Fig. 1: run 1, met1 routing
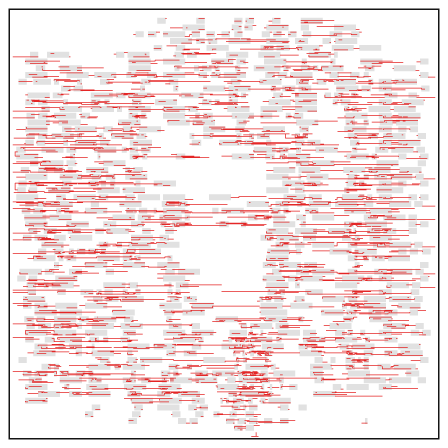
Fig. 2: run 1, signal wires on met2
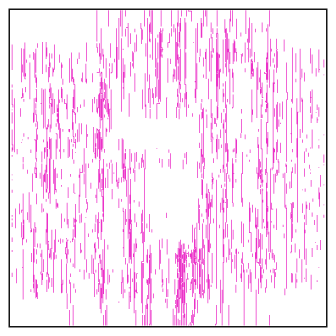
Fig. 3: run 1, the metal 3 layer
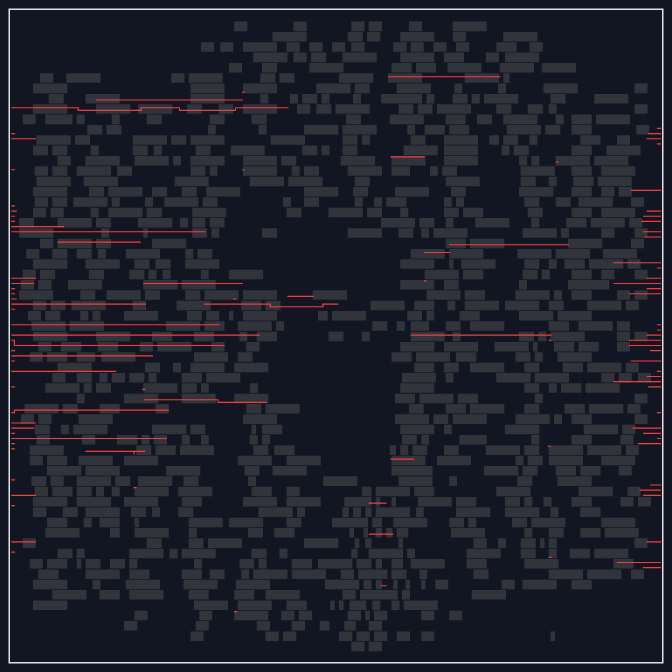
Design sipo_frame_cb, sky130hd; sources not shown.
==> deck_impl_summary.md, run 1 <==
Physical Implementation Snapshot

Floorplan
  • Core area: 27700 um^2
  • # Taps: 378
  • Pre-Place Util: 35.5%
  • I/O Pins: 128
  • Die width: 172 um
  • Rows: 61
  • Die Y: 172 um
  • Die area: 29400 um^2

Clocking
  • Hold buffers post-CTS: 0
  • CTS tree: yes
  • Worst-path clk slew: 0.05 ns
  • Post_cts resized: 0
  • Late-Pin Clk Latency: 0.52 ns
  • Root buf cell: clkbuf_16
  • # H-tree levels: 1
  • CTS Buffer Depth: 3
  • CTS sink count: 232
  • Total CTS buffers: 27
  • Number of post-CTS setup repair buffers: 0

Yosys
  • Post-Synthesis Cells: 646
  • Ys async rst share: 100%
  • Post-synthesis area per instance: 15.2 um^2
  • Yosys chip area: 9830 um^2
  • Synth area leader: dfrtp_1
  • Post-synth mux share: 28.8%
  • Top cells, area: dfrtp_1, mux2_2, mux2_4
  • Top logic family: multiplexers
  • Largest type area fraction: 59.1%
  • Ao+oa area frac: 0.726%
  • Synth Cell Area: 9830 um^2
  • Syn nets: 653
  • Synth Register Bits: 232
  • Most common reg cell: dfrtp_1
  • Synth Seq Share: 59.1%
  • Yosys stat cell total: 646
  • Yosys simple share: 8.54%
  • XOR Share, Synth: 0.0891%
  • Synth cell types: 32
  • Fa+ha+maj area frac: 0.127%
  • Synth warn: 0

Finish
  • # fillers: 2768
  • Comb area: 3790 um^2
  • # diodes: 0
  • Core Util, Final: 44.3%
  • Max reg flops: 112
  • Reg area: 5810 um^2
  • Seq cells: 232
  • Fin area: 12300 um^2
  • Top logic cells by instance count in the layout: dfrtp_1, mux2_2, clkdlybuf4s50_1
  • Fraction of area in registers: 47.3%
  • P&R area growth vs syn: 24.8%
  • Comb gates: 371
  • Non-filler cells, final: 1159
  • Biggest Area Class: sequential cells
  • Fraction of layout cells with a size suffix above 1: 34.8%
  • Combinational share of cell area: 30.9%
  • Non-CTS buffers: 132
  • Final clock-cell share: 6.90%
  • Most numerous logic cell after layout: dfrtp_1
  • Nets: 774

STA
  • RSZ-0062 raised after global routing: no
  • Worst-margin pin slew: 0.886 ns
  • Final max-slew violation count: 0
  • Final setup margin: 2.12 ns
  • Setup Skew: 0.0148 ns
  • Final TNS setup: 0 ns
  • Fmax: 0.325 GHz
  • Hold slack: 0.504 ns
  • Number of setup violations in the final report: 0
  • Slew margin rel.: 40.9%
  • Post-layout period usage: 59.2%

Status
  • Status: finished, final reports clean

Placement
  • Routability cong.: 0.730
  • Port Buffers: 126
  • Cell Count Post-Placement: 1116
  • DP HPWL: 12000 um
  • Cell Area, Placed: 11400 um^2
  • Place WS: 1.59 ns

Setup path
  • Slowest stage delay, CP: 0.60 ns
  • CP Max Fanout: 32
  • Setup Crit Path Kind: in2reg
  • Crit path max-delay family: buffers and inverters
  • Startpoint Class: primary input
  • Slowest-stage cell, CP: clkdlybuf4s50_1
  • CP bufs+invs: 2
  • CP endpoint kind: flip-flop
  • Cells along the critical path: clkdlybuf4s50_1, nand4_4, or3b_4, buf_4, mux2_2
  • R2R depth: 5
  • Critical path arrival: 3.47 ns

Detailed routing
  • Drt first-iter violations: 287
  • Highest Signal Layer: met4
  • TritonRoute pass-1 iters: 4
  • Met2 wire len: 9320 um
  • DRC: 0
  • Wire per inst: 17.2 um
  • Met1 wire length: 9150 um
  • Post-DR vias/cell: 4.63
  • Final antenna-violating net count: 0

Run
  • Tool warnings: 30
  • Max_cap viols: 0

Pwr
  • Total power: 3.75 mW
  • Worst IR Drop VDD: 0.196 mV
  • PD cells: 306 nW/um^2
  • Lkg Pwr: 6.01 nW

Hold path
  • Worst Hold Class: reg2reg
  • Hold Crit Depth: 1

Global routing
  • Antenna violations before repair: 0
  • Largest net degree at the start of global routing: 117
  • GR peak layer: met2
  • GR Overflow Total: 0
  • Global-route wire length before repair: 33300 um
## Picture notes: Fig. 1
wire length on this layer	9150 um
main direction	horizontal
share of all routed wire	46%
nets with wire on the layer	695
longest straight run	35.9 um
met1 GRT Util: 19.0%
Routed WL: 19900 um
via count: 5370

## Picture notes: Fig. 2
main direction	vertical
nets with wire on the layer	725
share of all routed wire	47%
wire length on this layer	9320 um
longest straight run	59.8 um
GR Util met2: 22.8%

## Picture notes: Fig. 3
wire length on this layer	1050 um
nets with wire on the layer	79
met3 usage: 3.43%

==> run 1: synthesized netlist by cell type, types with 2 or more instances <==
cell type / instances
inv_1: 3
buf_6: 9
o21ai_0: 3
nor2_1: 3
nand2_1: 6
a21oi_1: 4
buf_4: 2
clkbuf_1: 14
mux2_4: 80
nor2b_1: 112
mux2_2: 144
dfrtp_1: 232
buf_2: 15
==> run 1: report_power, final <==
| part | switching [mW] | internal, mW |
|---|---|---|
| combinational | 0.0779 | 0.0264 |
| sequential | 0.00305 | 1.81 |
| clock | 0.703 | 1.13 |
| total | 0.784 | 2.97 |
==> run 1: cells by family (layout without fill, tap and decap cells) <==
family          count (synthesis)  in the layout
xor+xnor                        1              1
flops                         232            232
compound gates                 12             12
mux                           225            225
fa+ha+maj                       1              1
other cells                     1              1
buf+inv                        43            178
simple gates                  131            131
Fig. 4: run 1, routing congestion map
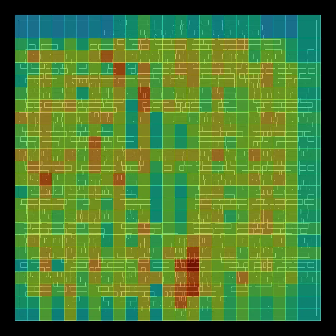

--- run 2 (diff from run 1) ---
Clock period 5.2 ns to 3 ns, I/O delays scaled along.
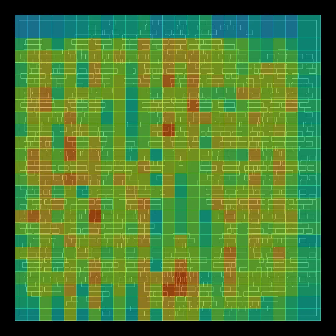
Fig. 5. Routing congestion map (run 2).
met1 GRT Util: 18.2%
GR Util met2: 23.6%
wire per inst: 16.8 um
GRT Total Usage: 14.5%

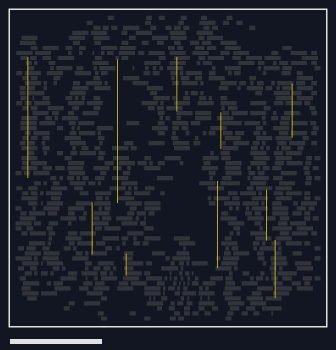
Fig. 6. M4 wires (run 2).
Scale bar: 50 um.
nets with wire on the layer	3
wire length on this layer	366 um
share of all routed wire	1.9%
via count: 5440
Routed WL: 19700 um

==> run 2 against run 1 <==
Utilization rose by 0.63 points. Critical path depth fell by 4. Count of clock-buffer cells in the layout rose by 1. Clock skew barely moved. Register-to-register slack got worse by 1.7 ns. Area after synthesis did not move. Total power rose by 81%. Flip-flop count did not move. Global-route usage rose by 0.074 points. Largest cell class unchanged.
==> deck_impl_summary.md, run 2 <==
Physical Implementation Snapshot

Yosys
  • Yosys stat cell total: 646
  • Ys async rst share: 100%
  • Syn nets: 653
  • Count leader, synth: dfrtp_1
  • Synth cell types: 32
  • Fa+ha+maj area frac: 0.127%
  • Yosys chip area: 9830 um^2
  • Top logic family: multiplexers
  • XOR Share, Synth: 0.0891%
  • Synth Seq Share: 59.1%
  • Post-Synthesis Cells: 646
  • Synth Register Bits: 232
  • Ao+oa area frac: 0.726%
  • Yosys simple share: 8.54%
  • Post-synthesis area per instance: 15.2 um^2
  • Most common reg cell: dfrtp_1
  • Post-synth mux share: 28.8%

Global routing
  • Met3 usage: 4.07%
  • GR peak layer: met2
  • Global-route wire length before repair: 33300 um
  • GR Overflow Total: 0
  • Largest net degree at the start of global routing: 76

Setup path
  • CP endpoint kind: output pin
  • Slowest-stage cell, CP: clkdlybuf4s50_1
  • Slowest stage delay, CP: 0.88 ns
  • CP Max Fanout: 8
  • CP bufs+invs: 1
  • Cells along the critical path: clkdlybuf4s50_1

STA
  • Setup Skew: 0.0145 ns
  • RSZ-0062 raised after global routing: no
  • Post-layout period usage: 85.0%
  • Worst-margin pin slew: 0.661 ns
  • Fmax: 0.392 GHz
  • Final TNS setup: 0 ns
  • Number of setup violations in the final report: 0
  • Final setup margin: 0.451 ns
  • Slew margin rel.: 55.9%

Pwr
  • Switching Share: 20.6%
  • Psw: 1.40 mW
  • Combinational power share: 2.8%
  • Lkg Pwr: 6.09 nW
  • Fraction of power consumed by sequential logic: 46.3%
  • Total power: 6.79 mW
  • Worst IR Drop VDD: 0.340 mV
  • Clock power frac: 50.9%

Finish
  • Fraction of layout cells with a size suffix above 1: 35.9%
  • P&R area growth vs syn: 26.6%
  • Non-filler cells, final: 1171
  • Nets: 780
  • Reg area: 5810 um^2
  • # fillers: 2734
  • Fin area: 12400 um^2
  • Comb area: 3790 um^2
  • Max reg flops: 112
  • # diodes: 0

Clocking
  • CTS Buffer Depth: 3
  • Post_cts resized: 0
  • Hold buffers post-CTS: 0
  • CTS tree: yes
  • CTS sink count: 232
  • Total CTS buffers: 27
  • Worst-path clk slew: 0.06 ns
  • # H-tree levels: 1
  • Root buf cell: clkbuf_16
  • Number of post-CTS setup repair buffers: 0

Detailed routing
  • DRC: 0
  • Highest Signal Layer: met4
  • Final antenna-violating net count: 0
  • TritonRoute pass-1 iters: 4
  • Drt first-iter violations: 169
  • Met2 wire len: 9250 um
  • Post-DR vias/cell: 4.65
  • Met1 wire length: 8850 um

Floorplan
  • Die Y: 172 um
  • Die width: 172 um
  • I/O Pins: 128
  • Pre-Place Util: 35.5%

Placement
  • DP HPWL: 12300 um
  • Cell Count Post-Placement: 1122
  • Place WS: 0.280 ns

Status
  • Status: finished, final reports clean
==> run 2: cell count changes in the layout (fill, tap and decap cells not counted), sizes merged <==
cell	before	now
clkinv	2	3
bufinv	3	5
clkinvlp	0	2
buf	8	14
clkbuf	38	39
==> run 2: final cells by class <==
type	count	area share, %
clock inverter	10	1.45
timing repair buffer	138	11.4
multi-input combinational	371	30.4
tap	378	3.80
sequential	232	46.6
clock buffer	39	6.19
inverter	3	0.0905
==> run 2: power by group through the flow <==
stage | clock, mW | sequential [mW] | combinational [mW]
after floorplan | 0 | 3.20 | 0.0836
after global routing | 3.71 | 3.14 | 0.216
final | 3.46 | 3.14 | 0.190
after global placement | 0 | 3.20 | 0.192
after detailed placement | 0 | 3.20 | 0.200
after CTS | 3.59 | 3.14 | 0.200
No activity file was given, so power comes from the tool's default toggle rates.
